--- config.mk ---
export PLATFORM = sky130hd
export DESIGN_NAME = neander_mem_responder_flat
export DESIGN_NICKNAME = d
export VERILOG_FILES = /design/src/rtl/neander_pkg.sv /design/src/rtl/neander_mem_responder_if.sv /design/src/rtl/neander_ram.sv /design/src/rtl/neander_mem_responder.sv /design/src/flat_wrapper.sv
export SDC_FILE = /design/constraint.sdc
export NUM_CORES = 2
export LEC_CHECK = 0
export CAP_MARGIN = 20
export CORE_ASPECT_RATIO = 1.1
export CORE_MARGIN = 2
export CORE_UTILIZATION = 67
export CTS_CLUSTER_DIAMETER = 60
export DETAILED_ROUTE_END_ITERATION = 12
export GPL_ROUTABILITY_DRIVEN = 1
export HOLD_SLACK_MARGIN = 0.02
export PLACE_DENSITY = 0.84
export SLEW_MARGIN = 40
export SYNTH_ARGS = -nofsm -noshare
export SYNTH_HDL_FRONTEND = slang
export SYNTH_SLANG_ARGS = --single-unit
--- constraint.sdc ---
create_clock -name i_clk -period 9 [get_ports i_clk]
set_input_delay 1.8 -clock i_clk [delete_from_list [all_inputs] [get_ports i_clk]]
set_output_delay 1.8 -clock i_clk [all_outputs]
set_load 0.01 [all_outputs]
--- src/rtl/neander_pkg.sv ---
// Shared types and constants for the Neander memory responder and program-building benches.
package neander_pkg;

  localparam int unsigned AddrWDef = 8;
  localparam int unsigned DataWDef = 8;
  localparam int unsigned WaitCntW = 4;

  typedef enum logic [1:0] {StIdle, StWait, StAck} state_e;
  typedef enum logic {OwnCpu, OwnLoader} owner_e;

  // Neander opcodes live in the upper nibble of the instruction byte
  localparam logic [7:0] OpNop = 8'h00;
  localparam logic [7:0] OpSta = 8'h10;
  localparam logic [7:0] OpLda = 8'h20;
  localparam logic [7:0] OpAdd = 8'h30;
  localparam logic [7:0] OpOr  = 8'h40;
  localparam logic [7:0] OpAnd = 8'h50;
  localparam logic [7:0] OpNot = 8'h60;
  localparam logic [7:0] OpJmp = 8'h80;
  localparam logic [7:0] OpJn  = 8'h90;
  localparam logic [7:0] OpJz  = 8'hA0;
  localparam logic [7:0] OpHlt = 8'hF0;

endpackage

--- src/rtl/neander_mem_responder_if.sv ---
// CPU and loader request/acknowledge bus of the Neander memory responder.
interface neander_mem_responder_if #(
  parameter int unsigned ADDR_W = neander_pkg::AddrWDef,
  parameter int unsigned DATA_W = neander_pkg::DataWDef
);
  logic              i_req;
  logic              i_we;
  logic [ADDR_W-1:0] i_addr;
  logic [DATA_W-1:0] i_wdata;
  logic              o_ack;
  logic [DATA_W-1:0] o_rdata;
  logic              i_ld_req;
  logic [ADDR_W-1:0] i_ld_addr;
  logic [DATA_W-1:0] i_ld_data;
  logic              o_ld_ack;
  logic              o_busy;

  modport master (
    output i_req, i_we, i_addr, i_wdata, i_ld_req, i_ld_addr, i_ld_data,
    input  o_ack, o_rdata, o_ld_ack, o_busy
  );

  modport slave (
    input  i_req, i_we, i_addr, i_wdata, i_ld_req, i_ld_addr, i_ld_data,
    output o_ack, o_rdata, o_ld_ack, o_busy
  );
endinterface

--- src/rtl/neander_ram.sv ---
// Plain synchronous RAM: one write port, one registered read port, no reset.
module neander_ram #(
  parameter int unsigned ADDR_W = 8,
  parameter int unsigned DATA_W = 8
) (
  input  logic              clk_i,
  input  logic              we_i,
  input  logic [ADDR_W-1:0] waddr_i,
  input  logic [DATA_W-1:0] wdata_i,
  input  logic [ADDR_W-1:0] raddr_i,
  output logic [DATA_W-1:0] rdata_o
);
  localparam int unsigned Depth = 1 << ADDR_W;

  logic [DATA_W-1:0] mem_q [Depth];
  logic [DATA_W-1:0] rdata_q;

  always_ff @(posedge clk_i) begin
    if (we_i) mem_q[waddr_i] <= wdata_i;
    rdata_q <= mem_q[raddr_i];
  end

  assign rdata_o = rdata_q;
endmodule

--- src/rtl/neander_mem_responder.sv ---
// Neander memory responder: loader-first arbiter, wait-state FSM and registered handshake.
module neander_mem_responder
  import neander_pkg::*;
#(
  parameter int unsigned WAIT_STATES = 1,
  parameter int unsigned ADDR_W      = AddrWDef,
  parameter int unsigned DATA_W      = DataWDef
) (
  input logic                   i_clk,
  input logic                   i_rst_n,
  neander_mem_responder_if.slave bus
);
  localparam logic [WaitCntW-1:0] WaitLoad = WaitCntW'(WAIT_STATES);

  state_e              state_q;
  owner_e              owner_q;
  logic [WaitCntW-1:0] cnt_q;
  logic                we_q;
  logic [ADDR_W-1:0]   addr_q;
  logic [DATA_W-1:0]   wdata_q;
  logic [DATA_W-1:0]   rdata_q;
  logic                ack_q;
  logic                ld_ack_q;
  logic                busy_q;

  logic                ram_we;
  logic [ADDR_W-1:0]   ram_raddr;
  logic [DATA_W-1:0]   ram_rdata;
  logic                access_now;

  assign access_now = (state_q == StWait) && (cnt_q == '0);
  assign ram_we     = access_now && we_q;

  // Point the read port at the incoming address while idle so the registered
  // read data is already valid on the access edge, even with zero wait states.
  always_comb begin
    ram_raddr = addr_q;
    if (state_q == StIdle) ram_raddr = bus.i_ld_req ? bus.i_ld_addr : bus.i_addr;
  end

  neander_ram #(
    .ADDR_W(ADDR_W),
    .DATA_W(DATA_W)
  ) u_ram (
    .clk_i  (i_clk),
    .we_i   (ram_we),
    .waddr_i(addr_q),
    .wdata_i(wdata_q),
    .raddr_i(ram_raddr),
    .rdata_o(ram_rdata)
  );

  always_ff @(posedge i_clk or negedge i_rst_n) begin
    if (!i_rst_n) begin
      state_q  <= StIdle;
      owner_q  <= OwnCpu;
      cnt_q    <= '0;
      we_q     <= 1'b0;
      addr_q   <= '0;
      wdata_q  <= '0;
      rdata_q  <= '0;
      ack_q    <= 1'b0;
      ld_ack_q <= 1'b0;
      busy_q   <= 1'b0;
    end else begin
      ack_q    <= 1'b0;
      ld_ack_q <= 1'b0;
      unique case (state_q)
        StIdle: begin
          if (bus.i_ld_req) begin
            addr_q  <= bus.i_ld_addr;
            wdata_q <= bus.i_ld_data;
            we_q    <= 1'b1;
            owner_q <= OwnLoader;
            cnt_q   <= WaitLoad;
            busy_q  <= 1'b1;
            state_q <= StWait;
          end else if (bus.i_req) begin
            addr_q  <= bus.i_addr;
            wdata_q <= bus.i_wdata;
            we_q    <= bus.i_we;
            owner_q <= OwnCpu;
            cnt_q   <= WaitLoad;
            busy_q  <= 1'b1;
            state_q <= StWait;
          end
        end
        StWait: begin
          if (cnt_q != '0) begin
            cnt_q <= cnt_q - 1'b1;
          end else begin
            if (!we_q) rdata_q <= ram_rdata;
            if (owner_q == OwnCpu) ack_q <= 1'b1;
            else                   ld_ack_q <= 1'b1;
            state_q <= StAck;
          end
        end
        StAck: begin
          busy_q  <= 1'b0;
          state_q <= StIdle;
        end
        default: begin
          busy_q  <= 1'b0;
          state_q <= StIdle;
        end
      endcase
    end
  end

  assign bus.o_ack    = ack_q;
  assign bus.o_ld_ack = ld_ack_q;
  assign bus.o_busy   = busy_q;
  assign bus.o_rdata  = rdata_q;
endmodule

--- src/flat_wrapper.sv ---
// flat-port wrapper written by rule: the top's interface ports become plain ports
module neander_mem_responder_flat import neander_pkg::*;
#(
  parameter int unsigned WAIT_STATES = 1,
  parameter int unsigned ADDR_W      = AddrWDef,
  parameter int unsigned DATA_W      = DataWDef
)
  (i_clk, i_rst_n, bus_i_req, bus_i_we, bus_i_addr, bus_i_wdata, bus_i_ld_req, bus_i_ld_addr, bus_i_ld_data, bus_o_ack, bus_o_rdata, bus_o_ld_ack, bus_o_busy);
  neander_mem_responder_if #(.ADDR_W(ADDR_W), .DATA_W(DATA_W)) bus_i ();
  input logic i_clk;
  input logic i_rst_n;
  input wire logic [$bits(bus_i.i_req)-1:0] bus_i_req;
  input wire logic [$bits(bus_i.i_we)-1:0] bus_i_we;
  input wire logic [$bits(bus_i.i_addr)-1:0] bus_i_addr;
  input wire logic [$bits(bus_i.i_wdata)-1:0] bus_i_wdata;
  input wire logic [$bits(bus_i.i_ld_req)-1:0] bus_i_ld_req;
  input wire logic [$bits(bus_i.i_ld_addr)-1:0] bus_i_ld_addr;
  input wire logic [$bits(bus_i.i_ld_data)-1:0] bus_i_ld_data;
  output wire logic [$bits(bus_i.o_ack)-1:0] bus_o_ack;
  output wire logic [$bits(bus_i.o_rdata)-1:0] bus_o_rdata;
  output wire logic [$bits(bus_i.o_ld_ack)-1:0] bus_o_ld_ack;
  output wire logic [$bits(bus_i.o_busy)-1:0] bus_o_busy;
  assign bus_i.i_req = bus_i_req;
  assign bus_i.i_we = bus_i_we;
  assign bus_i.i_addr = bus_i_addr;
  assign bus_i.i_wdata = bus_i_wdata;
  assign bus_i.i_ld_req = bus_i_ld_req;
  assign bus_i.i_ld_addr = bus_i_ld_addr;
  assign bus_i.i_ld_data = bus_i_ld_data;
  assign bus_o_ack = bus_i.o_ack;
  assign bus_o_rdata = bus_i.o_rdata;
  assign bus_o_ld_ack = bus_i.o_ld_ack;
  assign bus_o_busy = bus_i.o_busy;
  neander_mem_responder #(.WAIT_STATES(WAIT_STATES), .ADDR_W(ADDR_W), .DATA_W(DATA_W)) u_core (.i_clk(i_clk), .i_rst_n(i_rst_n), .bus(bus_i));
endmodule
**Pin placement**

Pins as bars across the die edge, other pins in gray.
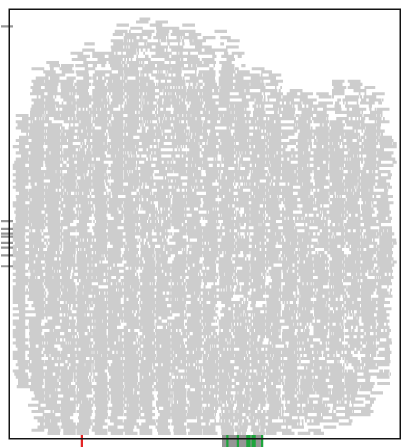
port	color	pins	direction	edge
`bus_i_addr`	green	8	input	bottom
`i_rst_n`	red	1	input	bottom
all pins by edge	39 bottom, 9 left

**Routing congestion**

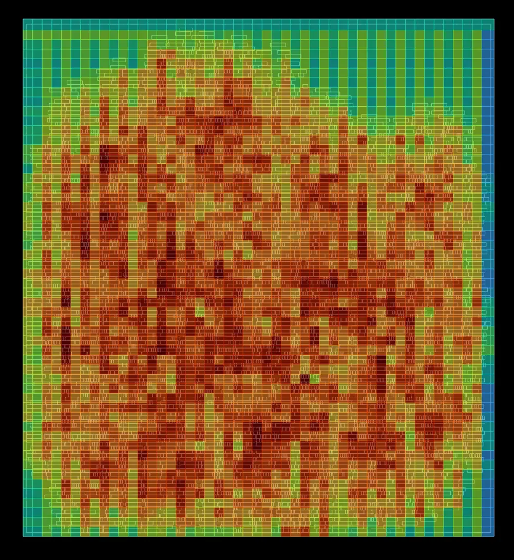
GRT Overall Usage: 36.6%
end-of-flow core utilization: 74.3%
met2 GRT Util: 56.1%
global-route track usage on met1: 46.2%

**The metal 4 layer**

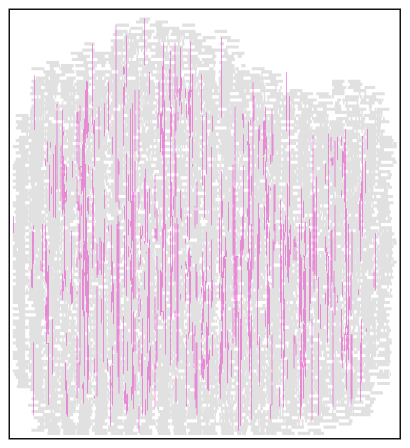
main direction	vertical
share of all routed wire	7.7%
wire length on this layer	18100 µm
nets with wire on the layer	347
longest straight run	201 µm

==> reports/qor.tcl <==
set qor(ctsRootBufferMaster) {sky130_fd_sc_hd__clkbuf_16}
set qor(outcome) {finished clean}
set qor(clk_latency_ns) 0.85
set qor(die-height_um) 374
set qor(grt_met3_use_pct) 10.1
set qor(layout_top_cell) {sky130_fd_sc_hd__edfxtp_1}
set qor(synth.cellmix.adderShare_pct) 0.0301
set qor(whs_ns) 0.492
set qor(crit_chain) {clkdlybuf4s50_1 -> buf_4 -> mux2i_1 -> o21ai_4 -> buf_4 -> nand2_8 -> buf_4 -> o221ai_1 -> a31oi_1 -> o21ai_0 -> o31ai_1 -> or4_1 -> a311oi_1}
set qor(seq_area_share_pct) 68.4
set qor(grt_start_max_net_pins) 197
set qor(placed_cells_incl_taps) 7338
set qor(commonest_cells_post_synth) {sky130_fd_sc_hd__edfxtp_1, sky130_fd_sc_hd__nand2_1, sky130_fd_sc_hd__nand3_1}
set qor(setup.worst_path.class) {in -> reg}
set qor(fin_setup_tns_ns) 0
set qor(die_width_um) 340
set qor(max_frequency_mhz) 165
set qor(areaGrowthSynthToFinish_pct) 9.95
set qor(synthMuxAreaShare_pct) 4.99
set qor(comb_area_share_pct) 20.9
set qor(netlist.area_leader.share_pct) 73.9
set qor(cts_htree_levels) 4
set qor(cts.sinks) 2091
set qor(placement.setup.worst_slack_ns) 2.33
set qor(worstSetupStartpointType) {primary input}
set qor(fin_crit_ns) 6.05
set qor(final_nets) 5931
set qor(globalRouteOverflowTotal) 0
set qor(io_buffers) 47
set qor(worst_ep_arrival_time_ns) 6.80
set qor(yosysSeqAreaShare_pct) 75.1
set qor(top_register) {u_core.u_ram.mem_q}
set qor(num_antenna_cells) 4
set qor(number_of_placement_rows) 135
set qor(non_clock_buffer_area_share_pct) 1.74
set qor(ys_cells) 5933
set qor(number_of_vias_per_cell_after_detailed_routing) 7.08
set qor(report.final.setup_viol) 0
set qor(worst-endpoint-required_ns) 9.75
set qor(wire_length_of_the_first_global_routing_pass_um) 341000
set qor(post_cts_resize_count) 0
set qor(endpoint_kind) {flop}
set qor(ant_nets) 0
set qor(maximum_root_to_sink_buffer_count) 3
set qor(layout.non_clock_buffers) 150
set qor(drt_pre_antenna_iters) 8
set qor(placement_stage_cell_area_um2) 85200
set qor(chip_area_um2) 127000
set qor(hold_buf_count_cts) 0
set qor(worst-path-max-fanout) 59
set qor(nFlopsAndLatches) 2091
set qor(avgRoutedWirePerCell_um) 30.5
set qor(globalRoute.busiestLayer) {met2}
set qor(drt-initial-drc-count) 10000
set qor(finalCritPeriodShare_pct) 67.2
set qor(flop_area_um2) 62600
set qor(max_cap_violations) 0
set qor(avgSynthCellArea_um2) 14.0
set qor(logic_gate_count) 3452
set qor(yosys.cell_types.count) 63
set qor(power_w) 0.0341
set qor(tool_warnings) 48
set qor(fillCellCount) 6703
set qor(cts_made_buffers) 192
set qor(vias_in_the_first_global_route) 52500
set qor(synth.largest_area_cell) {sky130_fd_sc_hd__edfxtp_1}
==> final timing paths <==
kind	slack [ns]	from	cells past startpoint	endpoint
min reg2reg	0.49	u_core.u_ram.rdata_o[0]	1	u_core.bus.o_rdata[0]
min	0.49	u_core.u_ram.rdata_o[0]	1	u_core.bus.o_rdata[0]
max	2.95	bus_i_ld_req	13	u_core.u_ram.rdata_o[4]
max reg2reg	3.85	u_core.state_q[1]	12	u_core.u_ram.rdata_o[4]
max in group asynchronous	7.55	i_rst_n	1	u_core.wdata_q[4]
min in group asynchronous	0.97	i_rst_n	1	u_core.wdata_q[6]
==> power breakdown <==
part	internal, W	leakage (nW)	total, W	switching, W
combinational	0.00353	8.68	0.0136	0.0100
clock	0.00438	3.01	0.00799	0.00360
sequential	0.0122	18.7	0.0126	0.000405
Power is estimated from default activity; no workload was simulated.
